===== src/rtl/delay_mon_pkg.sv =====
// Shared types for the delay-chain timing monitor: FSM state encoding and
// the tap-select width helper.
package delay_mon_pkg;

    localparam int STATE_W = 3;

    typedef enum logic [STATE_W-1:0] {
        S_IDLE    = 3'd0,
        S_LAUNCH  = 3'd1,
        S_CAPTURE = 3'd2,
        S_COMPARE = 3'd3,
        S_DONE    = 3'd4
    } state_e;

    // A single-tap build still needs a 1-bit select port.
    function automatic int sel_width(input int taps);
        return (taps > 1) ? $clog2(taps) : 1;
    endfunction

endpackage


===== src/rtl/cinv.sv =====
// Behavioural model of the cinv library inverter cell (zero delay).
module cinv (
    input  logic a,
    output logic y
);

    assign y = ~a;

endmodule


===== src/rtl/delay_segment.sv =====
// One delay segment: 2*P cascaded cinv cells, so the segment is non-inverting.
module delay_segment #(
    parameter int P = 2
) (
    input  logic a,
    output logic y
);

    // Each stage owns its own nets so the chain is not seen as a self-loop.
    for (genvar i = 0; i < 2 * P; i++) begin : g_inv
        logic inv_in;
        logic inv_out;
        if (i == 0) begin : g_head
            assign inv_in = a;
        end else begin : g_tail
            assign inv_in = g_inv[i-1].inv_out;
        end
        (* keep *) cinv u_inv (
            .a (inv_in),
            .y (inv_out)
        );
    end

    assign y = g_inv[2*P-1].inv_out;

endmodule


===== src/rtl/delay_tap_monitor.sv =====
// Delay-chain timing monitor: launch/capture trials through TAPS segments with a
// start/done handshake. Optional self-check bypass path under DELAY_MON_BYPASS_EN.
module delay_tap_monitor
    import delay_mon_pkg::*;
#(
    parameter  int P     = 2,
    parameter  int TAPS  = 4,
    parameter  int CNT_W = 8,
    localparam int SEL_W = sel_width(TAPS)
) (
    input  logic             clk,
    input  logic             rst_n,
    input  logic             start,
    input  logic [SEL_W-1:0] tap_sel,
    input  logic [CNT_W-1:0] trials,
`ifdef DELAY_MON_BYPASS_EN
    input  logic             bypass,
`endif
    output logic             busy,
    output logic             done,
    output logic [CNT_W-1:0] err_count
);

    localparam logic [SEL_W-1:0] TAP_MAX = SEL_W'(TAPS - 1);

    state_e           state;
    logic [SEL_W-1:0] tap_q;
    logic [CNT_W-1:0] trials_q;
    logic [CNT_W-1:0] trial_cnt;
    logic [CNT_W-1:0] trial_nxt;
    logic             launch_q;
    logic             capture_q;
    logic             expect_q;
    logic [TAPS-1:0]  taps;
    (* keep *) logic  tap_out;
    logic             capture_d;
`ifdef DELAY_MON_BYPASS_EN
    logic             bypass_q;
`endif

    // Segment k is driven by segment k-1; tap k is the output of segment k.
    for (genvar k = 0; k < TAPS; k++) begin : g_seg
        logic seg_in;
        logic seg_out;
        if (k == 0) begin : g_first
            assign seg_in = launch_q;
        end else begin : g_next
            assign seg_in = g_seg[k-1].seg_out;
        end
        (* keep *) delay_segment #(.P(P)) u_seg (
            .a (seg_in),
            .y (seg_out)
        );
        assign taps[k] = seg_out;
    end

    // NOTE: every combinational output gets a default first, so no latch is inferred.
    always_comb begin
        tap_out   = taps[tap_q];
        capture_d = tap_out;
`ifdef DELAY_MON_BYPASS_EN
        if (bypass_q) capture_d = launch_q;
`endif
    end

    assign trial_nxt = trial_cnt + CNT_W'(1);

    // NOTE: sequential state uses non-blocking assignments and an async active-low reset.
    always_ff @(posedge clk or negedge rst_n) begin
        if (!rst_n) begin
            state     <= S_IDLE;
            busy      <= 1'b0;
            done      <= 1'b0;
            err_count <= '0;
            launch_q  <= 1'b0;
            capture_q <= 1'b0;
            expect_q  <= 1'b0;
            tap_q     <= '0;
            trials_q  <= '0;
            trial_cnt <= '0;
`ifdef DELAY_MON_BYPASS_EN
            bypass_q  <= 1'b0;
`endif
        end else begin
            case (state)
                S_IDLE: begin
                    done <= 1'b0;
                    if (start) begin
                        tap_q     <= (tap_sel > TAP_MAX) ? TAP_MAX : tap_sel;
                        trials_q  <= trials;
                        err_count <= '0;
                        trial_cnt <= '0;
                        busy      <= 1'b1;
`ifdef DELAY_MON_BYPASS_EN
                        bypass_q  <= bypass;
`endif
                        state     <= (trials == '0) ? S_DONE : S_LAUNCH;
                    end
                end
                S_LAUNCH: begin
                    launch_q <= ~launch_q;
                    expect_q <= ~launch_q;
                    state    <= S_CAPTURE;
                end
                S_CAPTURE: begin
                    capture_q <= capture_d;
                    state     <= S_COMPARE;
                end
                S_COMPARE: begin
                    if ((capture_q != expect_q) && (err_count != '1))
                        err_count <= err_count + CNT_W'(1);
                    trial_cnt <= trial_nxt;
                    if (trial_nxt == trials_q) begin
                        busy  <= 1'b0;
                        done  <= 1'b1;
                        state <= S_DONE;
                    end else begin
                        state <= S_LAUNCH;
                    end
                end
                S_DONE: begin
                    // Entered without done set only on a zero-trial run: pulse one cycle later.
                    if (done) begin
                        done  <= 1'b0;
                        state <= S_IDLE;
                    end else begin
                        done <= 1'b1;
                        busy <= 1'b0;
                    end
                end
                default: state <= S_IDLE;
            endcase
        end
    end

endmodule


===== config.mk =====
export PLATFORM = sky130hd
export DESIGN_NAME = delay_tap_monitor
export DESIGN_NICKNAME = d
export VERILOG_FILES = /design/src/rtl/delay_mon_pkg.sv /design/src/rtl/cinv.sv /design/src/rtl/delay_segment.sv /design/src/rtl/delay_tap_monitor.sv
export SDC_FILE = /design/constraint.sdc
export NUM_CORES = 1
export LEC_CHECK = 0
export CAP_MARGIN = 30
export CORE_UTILIZATION = 45
export CTS_CLUSTER_DIAMETER = 30
export DETAILED_ROUTE_END_ITERATION = 7
export GPL_TIMING_DRIVEN = 1
export PLACE_DENSITY = 0.64
export SYNTH_ARGS = -nofsm -noshare
export SYNTH_HDL_FRONTEND = slang
export SYNTH_SLANG_ARGS = --single-unit

===== constraint.sdc =====
create_clock -name clk -period 2.85 [get_ports clk]
set_input_delay 0.4275 -clock clk [delete_from_list [all_inputs] [get_ports clk]]
set_output_delay 0.4275 -clock clk [all_outputs]
set_load 0.05 [all_outputs]

congestion.png
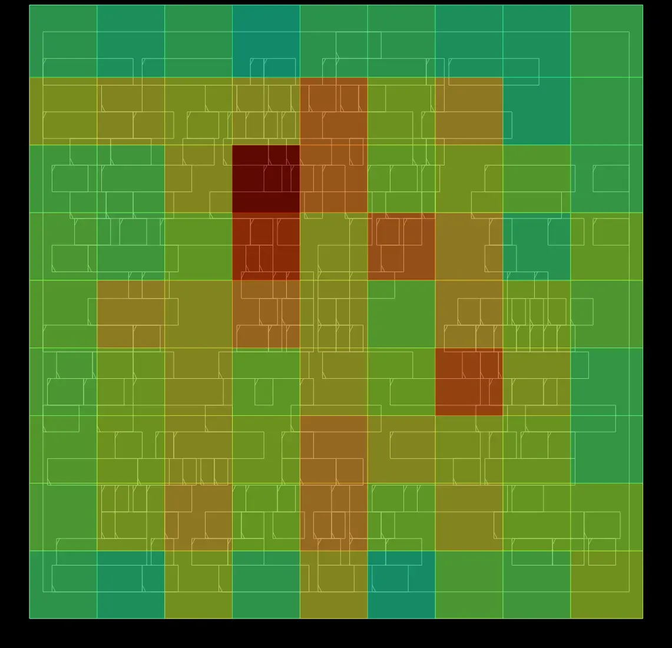
GRT Util Overall: 0.192
Finished Core Util: 0.566
met3 Use GR: 0.0547

wires.png
Drawn at 6 px/micron.
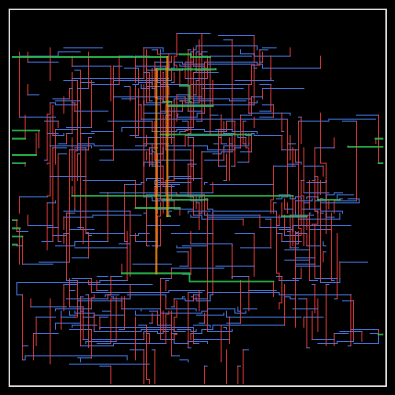
color	layer	wire length
orange	metal 4	60.5 microns
blue	metal 1	1590 microns
red	metal 2	1530 microns
green	metal 3	181 microns

clk_routes.png
Drawn at 4 px/micron.
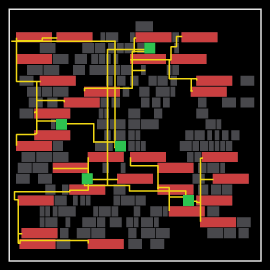
[red] flip-flops | count: 31
[yellow] clock wires | length: 407 microns
[green] clock drivers | count: 5
routed clock nets	6
flops lie	widely spread

flops_by_reg.png
Drawn at 8 px/micron. Other sequential cells in the stronger gray, the rest of the logic in the fainter gray.
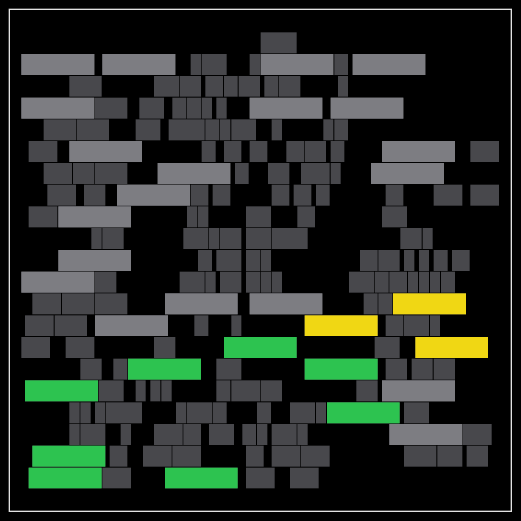
color	netlist name	sequential cells
yellow	`state`	3
green	`err_count`	8
not colored	20

==> impl_metrics.csv <==
group,metric,value,unit
status,outcome,"finished, final reports clean",
critical_path,end_kind,"output port",
clocking,cts_resized,0,
clocking,clk_path_buf_depth,2,
yosys,ys_top_logic_family,"simple AND/OR/NAND/NOR gates",
critical_path,crit_arrival,1.61,ns
sta,hold_violations,0,
flow_run,maxCapViolCount,0,
pwr,p_leak,0.821,nW
route,drtPass1Iterations,4,
place,preCtsSetupSlack,0.753,ns
sta,slew-limit-headroom,0.667,
critical_path,crit_cells,1,
pwr,power_density,922,mW/mm^2
final_layout,logic_area,830,sq um
clocking,clkLatencyLatePin,0.33,ns
critical_path,critPathBufInv,1,
global_routing,grt-ovfl-total,0,
critical_path,path_delay_family,"buffers and inverters",
critical_path,rr_startpoint,"trial_cnt[0]",
yosys,floorplan.nets,182,
pwr,power,1.78,mW
place,portBuffers,20,
route,initialDrtViolationCount,87,
sta,period_minus_slack,2.04,ns
yosys,synthArstFlopShare,1.00,
critical_path,r2r.worst_path.cells,6,
final_layout,final_common_cell,"dfrtp_1",
global_routing,grt_pass1_vias,1223,
hold_path,hold_path_class,"in -> async",
critical_path,r2r_setup_slack,0.89,ns
clocking,path_clk_slew,0.09,ns
place,gp_congestion,0.831,
sta,fin_skew,0.0103,ns
yosys,yosys.area_share.simple,0.205,
final_layout,area_delta_synth_final,17.1,%
final_layout,diodes,0,
route,ant_nets,0,
critical_path,crit_path_cell_trace,"clkdlybuf4s50_1",
yosys,ys_seq_share,0.470,
flow_run,warnings,28,
place,place_area,0.00189,sq mm
sta,finalCritPeriodShare,0.716,
global_routing,grt_start_max_net_pins,32,
clocking,postCtsSetupRepairBufs,0,
floorplan,fp_util,0.484,
yosys,ys_sh_mux,0.0614,
floorplan,io_pins,23,
sta,setup_viol,0,
yosys,yosys-stat-area,0.00165,sq mm
global_routing,grt_pass1_wl,5740,microns
sta,rsz0062_at_grt,"false",
final_layout,fillers,307,
yosys,syn_area,0.00165,sq mm
place,place_hpwl,2420,microns
yosys,ff_type,"dfrtp_1",
layout make-up:
cell class,count,share of cell area
inverter,2,0.00388
timing repair buffer,23,0.115
tap,46,0.0298
multi-input combinational,127,0.429
clock buffer,6,0.0213
sequential,31,0.401
worst max-delay path by stage:
| stage | start | end | slack (ns) |
|---|---|---|---|
| 2_1_floorplan | err_count[0] | err_count[4] | 1.09 |
| 3_3_place_gp | start | trials_q[0] | 0.80 |
| 3_5_place_dp | start | trials_q[4] | 0.75 |
| 4_1_cts | err_count[2] | err_count[2] | 0.79 |
| 5_1_grt | trial_cnt[0] | state[0] | 0.73 |
| 6_report | err_count[2] | err_count[2] | 0.81 |
per-layer routing:
metal,global-route usage,vias up,share of wire
li1,-,639,-
met2,0.303,36,0.46
met5,0,-,0
met3,0.0547,5,0.054
met4,0.0698,0,0.018
met1,0.250,647,0.47
cell usage after synthesis (2+ instances only):
master	count	share of area
buf_4	2	0.0091
nand2_1	14	0.032
nand2b_1	2	0.0076
nor3b_1	3	0.014
and3_1	5	0.019
xnor2_1	7	0.037
inv_1	2	0.0045
a31o_1	2	0.011
nor2_1	20	0.045
o21ai_0	12	0.036
nand4_1	5	0.019
xor2_1	11	0.058
nand3_1	6	0.018
nor3_1	3	0.0091
a211oi_2	2	0.015
or4_1	2	0.0091
buf_2	4	0.012
a21oi_1	4	0.012
ha_1	2	0.015
mux2_2	9	0.061
a31oi_1	3	0.011
dfrtp_1	31	0.47
report_power, final:
part           internal, mW  switching [mW]
clock network        0.0875           0.139
registers             0.579           0.172
logic                 0.356           0.449
flip-flops by register name, indices dropped and copies added, names as in the netlist:
name and count:
busy 1, trials_q 8, trial_cnt 8, expect_q 1, err_count 8, done 1, state 3, capture_q 1
Power figures rest on the tool's default switching activity, not on a simulated workload.
